File: src/rtl/kw_stream_upsizer_pkg.sv
// Shared stream definitions for the narrow-to-wide upsizer: default widths,
// the beat record, the FILL/HOLD state type and the slot-index width helper.
package kw_stream_upsizer_pkg;

    localparam int KW_IN_WIDTH = 16;
    localparam int KW_RATIO    = 4;

    typedef struct packed {
        logic [KW_IN_WIDTH-1:0] data;
        logic                   last;
    } kw_beat_t;

    typedef enum logic {
        ST_FILL = 1'b0,
        ST_HOLD = 1'b1
    } kw_state_t;

    // Slot counter width; a RATIO of 2 still needs one bit.
    function automatic int kw_slot_w(input int ratio);
        return (ratio > 2) ? $clog2(ratio) : 1;
    endfunction

endpackage

File: src/rtl/kw_stream_upsizer.sv
// Packs RATIO narrow beats LSB-first into one wide word with per-slot keep flags;
// i_last closes a word early. Accepts a new beat in the cycle the held word drains.
module kw_stream_upsizer
    import kw_stream_upsizer_pkg::*;
#(
    parameter int IN_WIDTH  = KW_IN_WIDTH,
    parameter int RATIO     = KW_RATIO,
    parameter int OUT_WIDTH = IN_WIDTH * RATIO
) (
    input  logic                 clock,
    input  logic                 reset_n,
    input  logic                 i_valid,
    output logic                 i_ready,
    input  logic [IN_WIDTH-1:0]  i_data,
    input  logic                 i_last,
    output logic                 o_valid,
    input  logic                 o_ready,
    output logic [OUT_WIDTH-1:0] o_data,
    output logic [RATIO-1:0]     o_keep,
    output logic                 o_last
);

    localparam int CNT_W = kw_slot_w(RATIO);
    localparam logic [CNT_W-1:0] LAST_SLOT = CNT_W'(RATIO - 1);

    if (RATIO < 2) begin : g_ratio_chk
        $error("kw_stream_upsizer: RATIO must be at least 2");
    end

    typedef struct packed {
        logic [IN_WIDTH-1:0] data;
        logic                last;
    } beat_t;

    beat_t                beat;
    kw_state_t            state_q, state_d;
    logic [CNT_W-1:0]     cnt_q, cnt_d, slot;
    logic [OUT_WIDTH-1:0] data_q, data_d;
    logic [RATIO-1:0]     keep_q, keep_d;
    logic                 last_q, last_d;
    logic                 drain, accept;

    assign beat    = '{data: i_data, last: i_last};
    assign o_valid = (state_q == ST_HOLD);
    assign o_data  = data_q;
    assign o_keep  = keep_q;
    assign o_last  = last_q;

    // Held off during reset so nothing is taken before the packer is clean.
    assign i_ready = reset_n && (!o_valid || o_ready);
    assign drain   = o_valid && o_ready;
    assign accept  = i_valid && i_ready;

    always_comb begin
        state_d = state_q;
        cnt_d   = cnt_q;
        data_d  = data_q;
        keep_d  = keep_q;
        last_d  = last_q;
        slot    = cnt_q;
        if (drain) begin
            state_d = ST_FILL;
            cnt_d   = '0;
            data_d  = '0;
            keep_d  = '0;
            last_d  = 1'b0;
            slot    = '0;
        end
        if (accept) begin
            for (int k = 0; k < RATIO; k++) begin
                if (slot == CNT_W'(k)) begin
                    data_d[k*IN_WIDTH +: IN_WIDTH] = beat.data;
                    keep_d[k]                      = 1'b1;
                end
            end
            if (slot == LAST_SLOT || beat.last) begin
                state_d = ST_HOLD;
                last_d  = beat.last;
                cnt_d   = '0;
            end else begin
                cnt_d = slot + 1'b1;
            end
        end
    end

    always_ff @(posedge clock or negedge reset_n) begin
        if (!reset_n) begin
            state_q <= ST_FILL;
            cnt_q   <= '0;
            data_q  <= '0;
            keep_q  <= '0;
            last_q  <= 1'b0;
        end else begin
            state_q <= state_d;
            cnt_q   <= cnt_d;
            data_q  <= data_d;
            keep_q  <= keep_d;
            last_q  <= last_d;
        end
    end

endmodule

File: config.mk
export PLATFORM = sky130hd
export DESIGN_NAME = kw_stream_upsizer
export DESIGN_NICKNAME = d
export VERILOG_FILES = /design/src/rtl/kw_stream_upsizer_pkg.sv /design/src/rtl/kw_stream_upsizer.sv
export SDC_FILE = /design/constraint.sdc
export NUM_CORES = 1
export LEC_CHECK = 0
export CORE_ASPECT_RATIO = 1.4
export CORE_MARGIN = 3
export CORE_UTILIZATION = 42
export DETAILED_ROUTE_END_ITERATION = 10
export GPL_ROUTABILITY_DRIVEN = 0
export GPL_TIMING_DRIVEN = 0
export PLACE_DENSITY = 0.85
export SYNTH_ARGS = -nofsm -noshare
export SYNTH_HDL_FRONTEND = slang
export SYNTH_SLANG_ARGS = --single-unit
File: constraint.sdc
create_clock -name clock -period 1.3 [get_ports clock]
set_input_delay 0.26 -clock clock [delete_from_list [all_inputs] [get_ports clock]]
set_output_delay 0.26 -clock clock [all_outputs]
set_load 0.01 [all_outputs]
==> out/metrics.cfg <==
[finish]
fin_util=0.702
fin_nets=396
ff_count=72
sh_comb_area=0.235

[min_path]
worstHoldPathType=in2async

[final_timing]
slew_viol_final=0
finalHoldViolations=72
hold_ws_ns=-0.200
tightest_slew_ns=0.390
fin_crit_ns=1.53
rsz0062_at_grt=true
final-setup-viol-count=70
setup_slack_ns=-0.230
finalCritPeriodShare=1.18

[cts]
cts_buffers=9
cts_buffer_depth=2
root_buffer=clkbuf_8
post_cts_resized=144
cts.sinks=72

[power_and_ir_drop]
powerComb_w=0.00165
p_clk_frac=0.305
powerSeq_w=0.00282

[critical_path]
crit_path_end_kind=register
path_delay_family=flip-flops
critPathMaxFanout=6
cp_num_buf_inv=2
r2r-start=o_valid
reg2reg_slack_ns=-0.23

[floorplan]
ios=92

[synthesis]
async_reset_ff_frac=1.00
logic_family=multiplexers
synth.top_cell.area_share=0.608
simple_gate_share=0.0916
synth_seq_share=0.608
area_leaders=dfrtp_1 61%, mux2i_1 16%, nand2_1 6.8%, a22o_2 2.7%, a22o_1 2.4%
syn_avg_cell_area_sq_um=12.3
syn_area_sq_um=2970

[route]
ant_nets=0
drt-pass1-iter-count=4
top_layer=met4

[place]
dp.cells=425
dp_hpwl_mm=5.17
pre_cts_ws_ns=-1.13

[global_routing]
grt_pass1_wl_mm=13.4
top_usage_layer=met2

[outcome]
failed_checks=hold timing, setup timing
status=finished with violations

[job]
drv_cap=0

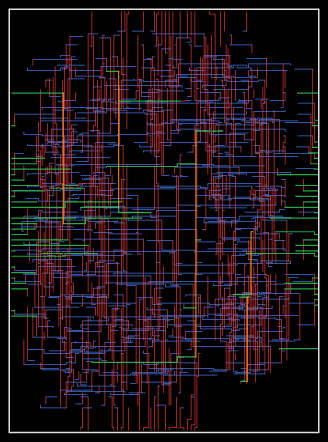
metal_stack.png
(4 px per um)
green -> met3  # wire length 483 um
blue -> met1  # wire length 3290 um
red -> met2  # wire length 4490 um
orange -> met4  # wire length 160 um
DR vias: 2331
Total GRT Usage: 0.215
wire per inst: 17.8 um
WL final: 8.42 mm

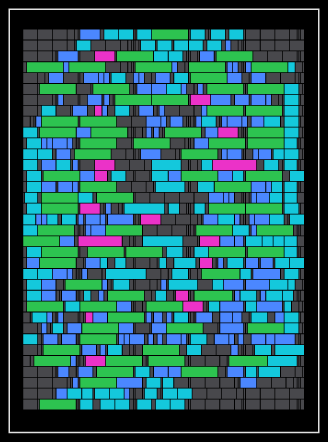
cell_classes.png
(4 px per um) Fill, decap, tap and diode cells in grey.
magenta -> clock drivers and dummy loads  # cells 16, share of their area 4.8%
green -> flip-flops  # cells 72, share of their area 39%
blue -> all other logic  # cells 156, share of their area 25%
cyan -> other buffers and delay cells  # cells 136, share of their area 31%
design area: 4710 sq um
core area: 6700 sq um
flop share of the area: 0.384
FP Rows: 35

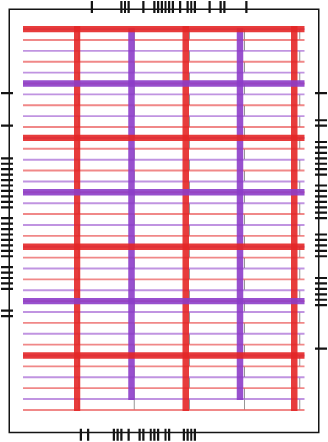
pdn.png
(4 px per um) Pins as bars on the die edge. Tap cells in grey.
purple -> VDD
red -> VSS
met5 straps = 7
met1 rails = 36
signal pins = 92
met4 straps = 5
die width: 77.0 um
die height: 105 um
Peak VDD IR: 954 uV

